**Run 1: signal wires on met1**

The bar under the picture is 20 um long. Supply wires on this layer in gray. Cells faint in the background.
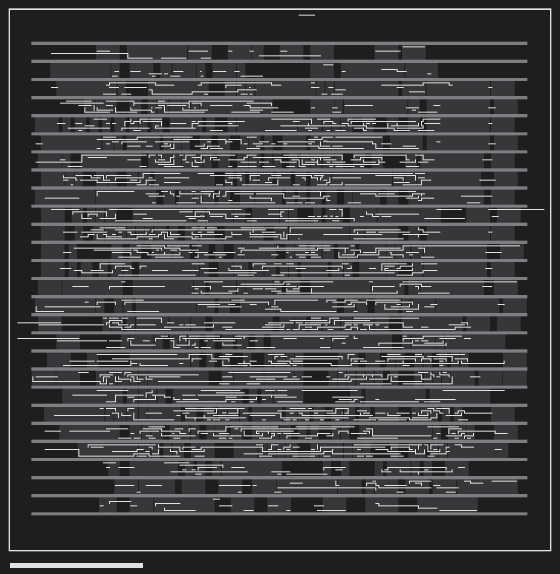
**Run 1: cell sizes after repair**

The bar under the picture is 20 um long.
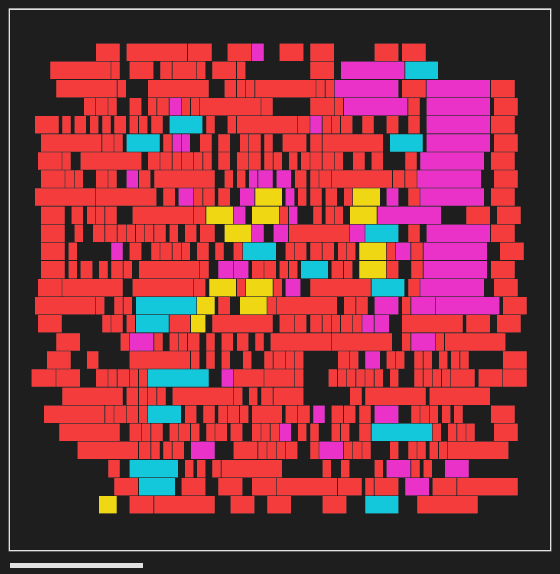
**Run 1: the metal 2 layer**

The bar under the picture is 20 um long. Cells faint in the background.
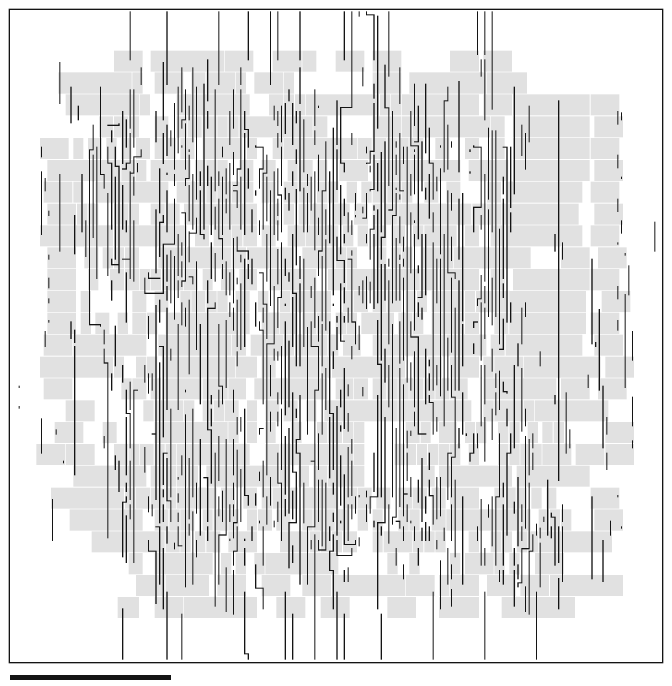
**Run 1: routing congestion map**

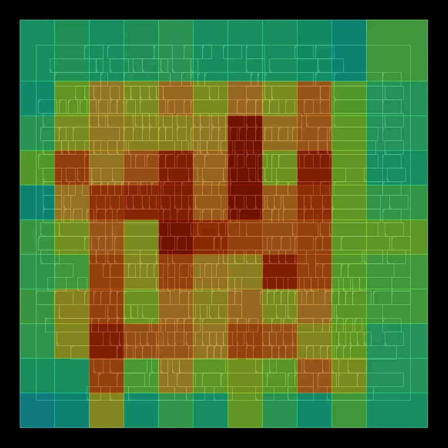
<file path="config.mk">
export PLATFORM = sky130hd
export DESIGN_NAME = dec_func_scan_flat
export DESIGN_NICKNAME = d
export VERILOG_FILES = /design/src/rtl/dec_pkg.sv /design/src/rtl/dec_func_scan_if.sv /design/src/rtl/dec_core.sv /design/src/rtl/dec_func_scan.sv /design/src/flat_wrapper.sv
export SDC_FILE = /design/constraint.sdc
export NUM_CORES = 1
export LEC_CHECK = 0
export ABC_AREA = 1
export CORE_MARGIN = 3
export CORE_UTILIZATION = 55
export CTS_CLUSTER_DIAMETER = 200
export DETAILED_ROUTE_END_ITERATION = 7
export GPL_ROUTABILITY_DRIVEN = 0
export GPL_TIMING_DRIVEN = 0
export PLACE_DENSITY = 0.85
export SLEW_MARGIN = 30
export SYNTH_ARGS = -nofsm -noshare
export SYNTH_HDL_FRONTEND = slang
export SYNTH_SLANG_ARGS = --single-unit
</file>
<file path="constraint.sdc">
create_clock -name clk -period 5.3 [get_ports clk]
set_clock_uncertainty 0.05 [all_clocks]
set_input_delay 1.06 -clock clk [delete_from_list [all_inputs] [get_ports clk]]
set_output_delay 1.06 -clock clk [all_outputs]
set_load 0.02 [all_outputs]
</file>
<file path="src/rtl/dec_pkg.sv">
// Shared decoder definitions: scan FSM states and the one-hot decode helper
// used by every decoder block in this slice.
package dec_pkg;

    // Largest supported select width; helpers work on this width and callers
    // slice down to their own 2^N lines.
    localparam int MAX_N = 6;
    localparam int MAX_W = 1 << MAX_N;

    typedef enum logic [1:0] {
        IDLE,
        SCAN,
        DONE
    } scan_state_t;

    // One-hot decode of code; active_low inverts so the selected line is 0.
    function automatic logic [MAX_W-1:0] onehot_decode(input logic [MAX_N-1:0] code,
                                                       input logic             active_low);
        logic [MAX_W-1:0] lines;
        lines       = '0;
        lines[code] = 1'b1;
        return active_low ? ~lines : lines;
    endfunction

endpackage

</file>
<file path="src/rtl/dec_func_scan_if.sv">
// Control/result bundle of dec_func_scan. The master drives the decoder
// inputs and scan start; the slave (the decoder) returns lines, F and scan results.
interface dec_func_scan_if #(
    parameter int N = 4
);
    localparam int W = 1 << N;

    logic         en;
    logic         mode;
    logic [N-1:0] sel;
    logic [W-1:0] minterm_mask;
    logic         start;
    logic [W-1:0] dec_out;
    logic         f_out;
    logic [N-1:0] scan_code;
    logic         busy;
    logic         done;
    logic [W-1:0] truth_vec;

    modport master (
        output en, mode, sel, minterm_mask, start,
        input  dec_out, f_out, scan_code, busy, done, truth_vec
    );

    modport slave (
        input  en, mode, sel, minterm_mask, start,
        output dec_out, f_out, scan_code, busy, done, truth_vec
    );

endinterface

</file>
<file path="src/rtl/dec_core.sv">
// Combinational N-to-2^N decode with enable and output polarity, plus the
// Boolean function F = OR of the asserted lines selected by the minterm mask.
module dec_core
    import dec_pkg::*;
#(
    parameter int N          = 4,
    parameter bit ACTIVE_LOW = 1'b1
) (
    input  logic              en,
    input  logic [N-1:0]      code,
    input  logic [(1<<N)-1:0] mask,
    output logic [(1<<N)-1:0] lines,
    output logic              f
);
    localparam int W = 1 << N;

    logic [MAX_W-1:0] hot;

    // Decode active-high once, then apply enable and polarity; F uses the raw one-hot.
    always_comb begin
        // NOTE: every output gets a default before any branch so no latch is inferred.
        hot   = onehot_decode(MAX_N'(code), 1'b0);
        lines = {W{ACTIVE_LOW}};
        f     = 1'b0;
        if (en) begin
            lines = hot[W-1:0] ^ {W{ACTIVE_LOW}};
            f     = |(hot & MAX_W'(mask));
        end
    end

endmodule

</file>
<file path="src/rtl/dec_func_scan.sv">
// Registered decoder with masked-OR function output and an on-chip scan
// sequencer that sweeps every code and captures F into a truth vector.
module dec_func_scan
    import dec_pkg::*;
#(
    parameter int N          = 4,
    parameter bit ACTIVE_LOW = 1'b1,
    parameter int DWELL      = 1
) (
    input  logic            clk,
    input  logic            rst_n,
    dec_func_scan_if.slave  bus
);
    localparam int             W          = 1 << N;
    localparam int             CW         = $clog2(DWELL + 1);
    localparam logic [CW-1:0]  DWELL_LAST = CW'(DWELL - 1);
    localparam logic [N-1:0]   LAST_CODE  = {N{1'b1}};

    scan_state_t   state;
    logic [CW-1:0] dwell_cnt;
    logic [W-1:0]  shadow_mask;
    logic [N-1:0]  scan_code;
    logic [W-1:0]  dec_out;
    logic          f_out;
    logic          busy;
    logic          done;
    logic [W-1:0]  truth_vec;

    logic [N-1:0]  core_code;
    logic [W-1:0]  core_mask;
    logic [W-1:0]  core_lines;
    logic          core_f;

    // While scanning the sequencer owns the decoder; otherwise the live inputs do.
    always_comb begin
        core_code = bus.sel;
        core_mask = bus.minterm_mask;
        if (state == SCAN) begin
            core_code = scan_code;
            core_mask = shadow_mask;
        end
    end

    dec_core #(
        .N          (N),
        .ACTIVE_LOW (ACTIVE_LOW)
    ) u_core (
        .en    (bus.en),
        .code  (core_code),
        .mask  (core_mask),
        .lines (core_lines),
        .f     (core_f)
    );

    // Output registers, scan FSM, dwell counter and per-code capture of F.
    always_ff @(posedge clk or negedge rst_n) begin
        if (!rst_n) begin
            // NOTE: truth_vec and shadow_mask are plain registers, not RAM, so
            // they take the async reset; a reset mid-scan must clear the result.
            state       <= IDLE;
            dec_out     <= {W{ACTIVE_LOW}};
            f_out       <= 1'b0;
            scan_code   <= '0;
            busy        <= 1'b0;
            done        <= 1'b0;
            truth_vec   <= '0;
            shadow_mask <= '0;
            dwell_cnt   <= '0;
        end else begin
            // NOTE: non-blocking throughout, so every branch reads pre-edge values.
            dec_out <= core_lines;
            f_out   <= core_f;
            case (state)
                IDLE: begin
                    if (bus.start && bus.mode && bus.en) begin
                        state       <= SCAN;
                        busy        <= 1'b1;
                        truth_vec   <= '0;
                        shadow_mask <= bus.minterm_mask;
                        scan_code   <= '0;
                        dwell_cnt   <= '0;
                    end
                end
                SCAN: begin
                    // en low pauses the scan: counter, code and truth_vec all hold.
                    if (bus.en) begin
                        if (dwell_cnt == DWELL_LAST) begin
                            dwell_cnt            <= '0;
                            truth_vec[scan_code] <= core_f;
                            scan_code            <= scan_code + N'(1);
                            if (scan_code == LAST_CODE) begin
                                state <= DONE;
                                busy  <= 1'b0;
                                done  <= 1'b1;
                            end
                        end else begin
                            dwell_cnt <= dwell_cnt + CW'(1);
                        end
                    end
                end
                DONE: begin
                    done  <= 1'b0;
                    state <= IDLE;
                end
                default: begin
                    state <= IDLE;
                    busy  <= 1'b0;
                    done  <= 1'b0;
                end
            endcase
        end
    end

    assign bus.dec_out   = dec_out;
    assign bus.f_out     = f_out;
    assign bus.scan_code = scan_code;
    assign bus.busy      = busy;
    assign bus.done      = done;
    assign bus.truth_vec = truth_vec;

endmodule

</file>
<file path="src/flat_wrapper.sv">
// flat-port wrapper written by rule: the top's interface ports become plain ports
module dec_func_scan_flat import dec_pkg::*;
#(
    parameter int N          = 4,
    parameter bit ACTIVE_LOW = 1'b1,
    parameter int DWELL      = 1
)
  (clk, rst_n, bus_en, bus_mode, bus_sel, bus_minterm_mask, bus_start, bus_dec_out, bus_f_out, bus_scan_code, bus_busy, bus_done, bus_truth_vec);
  dec_func_scan_if #(.N(N)) bus_i ();
  input  logic clk;
  input  logic rst_n;
  input wire logic [$bits(bus_i.en)-1:0] bus_en;
  input wire logic [$bits(bus_i.mode)-1:0] bus_mode;
  input wire logic [$bits(bus_i.sel)-1:0] bus_sel;
  input wire logic [$bits(bus_i.minterm_mask)-1:0] bus_minterm_mask;
  input wire logic [$bits(bus_i.start)-1:0] bus_start;
  output wire logic [$bits(bus_i.dec_out)-1:0] bus_dec_out;
  output wire logic [$bits(bus_i.f_out)-1:0] bus_f_out;
  output wire logic [$bits(bus_i.scan_code)-1:0] bus_scan_code;
  output wire logic [$bits(bus_i.busy)-1:0] bus_busy;
  output wire logic [$bits(bus_i.done)-1:0] bus_done;
  output wire logic [$bits(bus_i.truth_vec)-1:0] bus_truth_vec;
  assign bus_i.en = bus_en;
  assign bus_i.mode = bus_mode;
  assign bus_i.sel = bus_sel;
  assign bus_i.minterm_mask = bus_minterm_mask;
  assign bus_i.start = bus_start;
  assign bus_dec_out = bus_i.dec_out;
  assign bus_f_out = bus_i.f_out;
  assign bus_scan_code = bus_i.scan_code;
  assign bus_busy = bus_i.busy;
  assign bus_done = bus_i.done;
  assign bus_truth_vec = bus_i.truth_vec;
  dec_func_scan #(.N(N), .ACTIVE_LOW(ACTIVE_LOW), .DWELL(DWELL)) u_core (.clk(clk), .rst_n(rst_n), .bus(bus_i));
endmodule
</file>
==> results.toml, run 1 <==
# implementation run metrics
[critical_path]
r2r_slack_ns = 3.18
regToRegEndpoint = "u_core.bus.truth_vec[15]"
critPathRequiredTime_ns = 5.49
cp.arrival_ns = 2.94

[clock_tree]
post_cts_buffers = 0
cts_hold_buf = 0
clk_root_buffer_cell = "clkbuf_8"

[place]
post_dp_cell_area_mm2 = 0.00383

[layout]
nMultiInputCombCells = 280
num-clock-buffers = 13
clockNetworkAreaShare = 0.0561
fin_cells = 545
nonClkBufAreaFrac = 0.182

[status]
status = "finished clean"

[floorplan]
pin_count = 64

[synthesis]
ys_sh_simple = 0.355
synthFlopType = "dfrtp_1"
synth-async-reset-ratio = 1.00
top_logic_kind = "simple AND/OR/NAND/NOR gates"

[final_timing]
timing.fmax_mhz = 363
whs_ns = 0.429

[drt]
firstDrtPassIters = 5
ant_nets = 0
num_vias = 2981

[worst_hold_path]
min_path_cells = 2
hp-start = "u_core.bus.busy"

[flow_run]
maxCapViolCount = 0

[grt]
grt_pass1_vias = 2793
## Picture notes: 'signal wires on met1'
nets with wire on the layer: 437
wire length on this layer: 3,120 um
share of all routed wire: 41%
main direction: horizontal
met1 usage: 0.340
DRT Wirelength: 7710 um

## Picture notes: 'cell sizes after repair'
[_2 cells] magenta | cells: 55
[_3 and _4 cells] yellow | cells: 14
[_0 and _1 cells] red | cells: 390
[_6 and larger] cyan | cells: 16
synthesis-to-layout area growth: 30.7%
Setup WS post-layout: 2.55 ns
Non-clk bufs: 81

## Picture notes: 'the metal 2 layer'
wire length on this layer: 3,720 um
main direction: vertical

## Picture notes: 'routing congestion map'
Total GRT Usage: 0.262
Layout Utilization: 0.771
wire per inst: 14.1 um
met3 Usage GRT: 0.0543
grt met2 use: 0.409

-- run 1: worst min-delay path: stages, from the launching register on --
cell and delay, ns:
dfrtp_1 0.35, nand2_1 0.05, nand2_1 0.05
-- run 1: power by group --
| group | switching (mW) | internal [mW] |
|---|---|---|
| Clock | 0.180 | 0.265 |
| Sequential | 0.0877 | 0.608 |
| Combinational | 0.926 | 0.521 |
| Total | 1.19 | 1.39 |
-- run 1: flip-flops by register name (all words and copies together) (netlist names) --
name,cells
u_core.state,2
u_core.bus.f_out,1
u_core.bus.done,1
u_core.bus.truth_vec,16
u_core.bus.busy,1
u_core.bus.scan_code,4
u_core.shadow_mask,16
u_core.bus.dec_out,16
-- run 1: per-layer routing --
layer,part of all wire,vias up
li1,-,1421
met2,0.48,146
met4,0.022,0
met1,0.41,1393
met3,0.090,21
met5,0,-
**Run 1: layout detail**

The bar under the picture is 10 um long. Window x 21 to 61, y 4 to 44 um. Cells in gray, sequential cells in the stronger gray; small squares are vias.
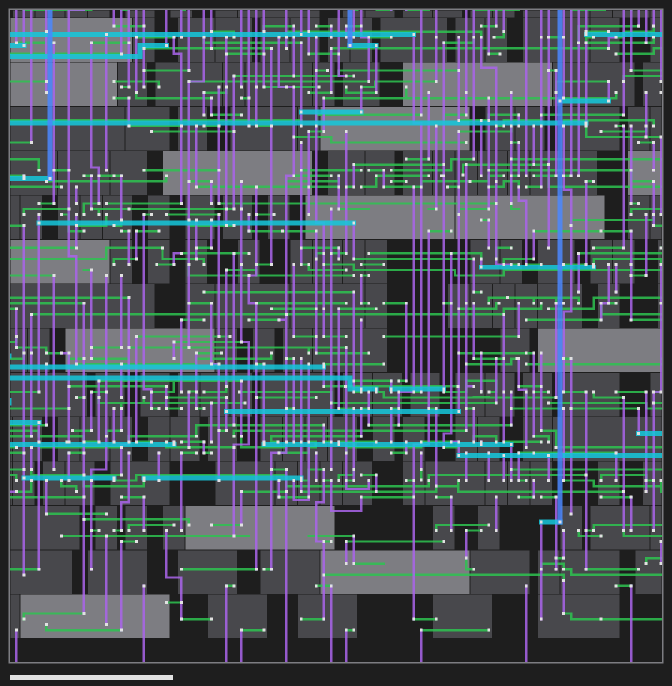

==> run 1 -> run 2 <==
CORE_UTILIZATION = 51   (was 55)
PLACE_DENSITY = 0.8   (was 0.85)
clock period = 2.65 ns   (was 5.3 ns; I/O delays follow)
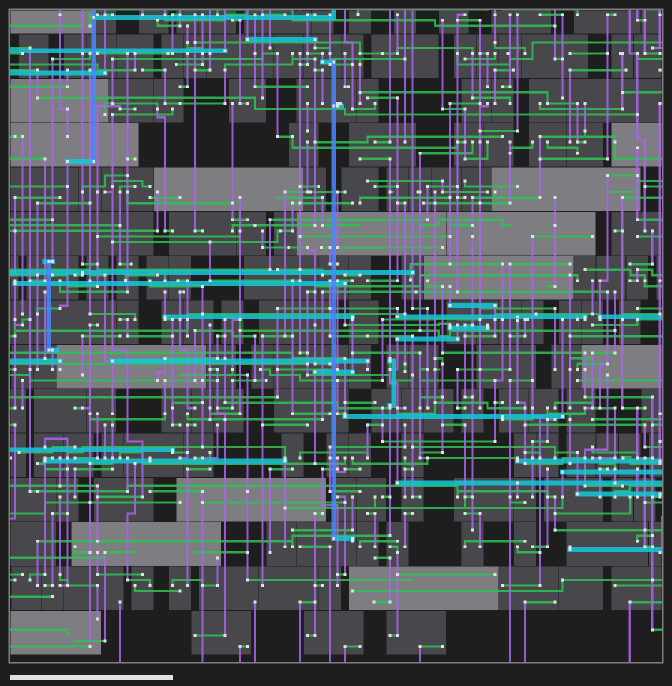
**Above:** run 2 (layout detail).
The bar under the picture is 10 um long. Window x 22 to 62, y 5 to 45 um. Cells in gray, sequential cells in the stronger gray; small squares are vias.
[metal 2] purple
[metal 1] green
[metal 3] cyan
[metal 4] blue
cells with their middle in the window: 173
sequential cells in the window: 14
netlist names of flops here include: `u_core.bus.truth_vec` (6), `u_core.bus.scan_code` (4), `u_core.state` (2)
most frequent: nand2_1 (42), nand3_1 (22)

==> run 2 against run 1 <==
Routed wire length grew 2.7%. Final cell count grew 0.37%. Worst hold slack lost 0.38 ns. Via count shrank 1.9%. Combinational power grew 99%.
==> results.toml, run 2 <==
# implementation run metrics
[drt]
dr.max_layer_used = "met4"
wl_met1_um = 3450
num_vias = 2923
routed_wl_um = 7910
wl_per_cell_um = 14.5
ant_nets = 0
firstDrtPassIters = 5
wl_met3_um = 531

[floorplan]
pin_count = 64
die_width_um = 84.1

[flow_run]
maxCapViolCount = 0

[clock_tree]
cts_hold_buf = 0
clk_root_buffer_cell = "clkbuf_8"
post_cts_buffers = 0

[layout]
fin_cells = 547
utilization = 0.714
top_regs = "u_core.bus.dec_out: 16 flops, u_core.bus.truth_vec: 16 flops, u_core.shadow_mask: 16 flops"
syn2layout_area_growth_pct = 31.2

[final_timing]
whs_ns = 0.0461
timing.fmax_mhz = 442
worst_slack_ns = 0.389

[pwr]
pg_seq_mw = 1.40
pg_comb_mw = 2.89
internal-power_mw = 2.88
power.group.top = "combinational logic"
clockPowerShare = 0.190
seq_power_share = 0.264
p_comb_frac = 0.546
swShare = 0.455
pg_clk_mw = 1.01

[grt]
grt_pass1_vias = 2808
use_met2 = 0.372
met1_usage = 0.315
grt_use_total = 0.237
grtUsageMet3 = 0.0365

[critical_path]
cp.arrival_ns = 2.45
critical_path_class = "input port to flop"
r2r_slack_ns = 0.48
critPathRequiredTime_ns = 2.84

[status]
status = "finished clean"

[synthesis]
synth-async-reset-ratio = 1.00
synthFlopType = "dfrtp_1"
ys_sh_simple = 0.355
## run 2: cell type report
type | count | area (um^2)
Fill cell | 446 | 1630
Clock inverter | 7 | 119
Timing Repair Buffer | 63 | 638
Buffer | 18 | 101
Inverter | 41 | 156
Tap cell | 72 | 90.1
Multi-Input combinational cell | 280 | 1400
Clock buffer | 9 | 124
Sequential cell | 57 | 1450
## run 2: cell families (layout without fill, tap and decap cells)
group	after synthesis	in the layout
AND-OR/OR-AND	49	49
buffers and inverters	59	138
flip-flops	57	57
adder cells (fa/ha/maj)	4	4
AND/OR/NAND/NOR	227	227
## run 2: critical path, stage by stage
cell and delay, ns:
clkdlybuf4s50_1 0.45, nand3_1 0.13, nor3_1 0.28, clkinv_1 0.35, nand2_1 0.26, buf_2 0.26
nand2_1 0.08, nand2_1 0.06, nand2_1 0.06
==> run 2 -> run 3 <==
CAP_MARGIN = 40   (was not set)
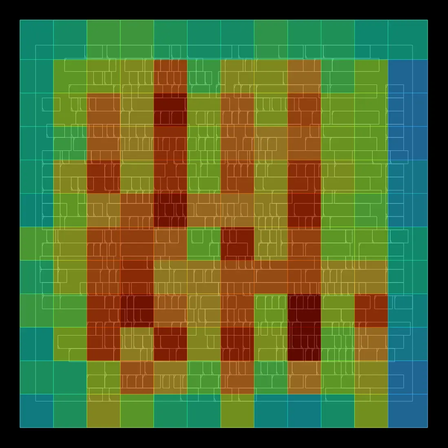
**Above:** run 3 (routing congestion map).
met3 Usage GRT: 0.0365
wire per inst: 14.5 um
met1 usage: 0.315
busiest grt layer: met2

==> run 3 against run 2 <==
Combinational power hardly changed. Cell area unchanged. Global-route usage is the same. Largest power group unchanged.
==> results.toml, run 3 <==
# implementation run metrics
[synthesis]
top_logic_kind = "simple AND/OR/NAND/NOR gates"
synthFlopType = "dfrtp_1"
synth-async-reset-ratio = 1.00
ys_sh_simple = 0.355

[grt]
grt_use_total = 0.237
grt_pass1_vias = 2808

[drt]
firstDrtPassIters = 5
dr.max_layer_used = "met4"
wl_met3_um = 531
dr_wl_met2_um = 3740
ant_nets = 0
num_vias = 2923

[flow_run]
maxCapViolCount = 0

[layout]
dominant_cells = "flip-flops and latches"
flop-count = 57
flop_area_mm2 = 0.00145
sh_seq_area = 0.355
num-nonclk-buffers = 81
top_regs = "u_core.bus.dec_out: 16 flops, u_core.bus.truth_vec: 16 flops, u_core.shadow_mask: 16 flops"
clockNetworkAreaShare = 0.0595
nFillCells = 446
fin_cells = 547
mi_logic_area_mm2 = 0.00140
nMultiInputCombCells = 280

[critical_path]
critPathRequiredTime_ns = 2.84
regToRegEndpoint = "u_core.bus.truth_vec[8]"
r2r_slack_ns = 0.48
path_delay_family = "buffers and inverters"
critical_path_class = "input port to flop"
critical_path.startpoint = "bus_mode"
crit_buf_inv = 3
crit_slowest_cell = "clkdlybuf4s50_1"

[floorplan]
core_util_floorplan = 0.544
pin_count = 64
taps = 72
die_width_um = 84.1

[final_timing]
whs_ns = 0.0461
worst_slack_ns = 0.389
timing.fmax_mhz = 442

[place]
post_dp_cell_area_mm2 = 0.00384
port-buffer-count = 62

[clock_tree]
clk_root_buffer_cell = "clkbuf_8"

[status]
status = "finished clean"
run 3: how the worst max path moves through the flow:
stage | to | slack (ns) | cells after the start
final | u_core.bus.truth_vec[8] | 0.39 | 9
after CTS | u_core.bus.truth_vec[8] | 0.39 | 9
after floorplan | u_core.bus.truth_vec[15] | 0.73 | 14
after global placement | u_core.bus.truth_vec[13] | -0.65 | 1
after detailed placement | u_core.bus.truth_vec[8] | 0.14 | 9
after global routing | u_core.bus.truth_vec[6] | 0.20 | 9
run 3: layer usage:
layer / global-route usage / vias to the layer above
met5: 0 / -
met3: 0.0365 / 17
met4: 0.123 / 0
met2: 0.372 / 122
met1: 0.315 / 1367
li1: - / 1417
run 3: power by group:
part	switching [mW]	internal, mW
logic	1.84	1.04
registers	0.180	1.22
clock network	0.382	0.623
No activity file was given, so power comes from the tool's default toggle rates.
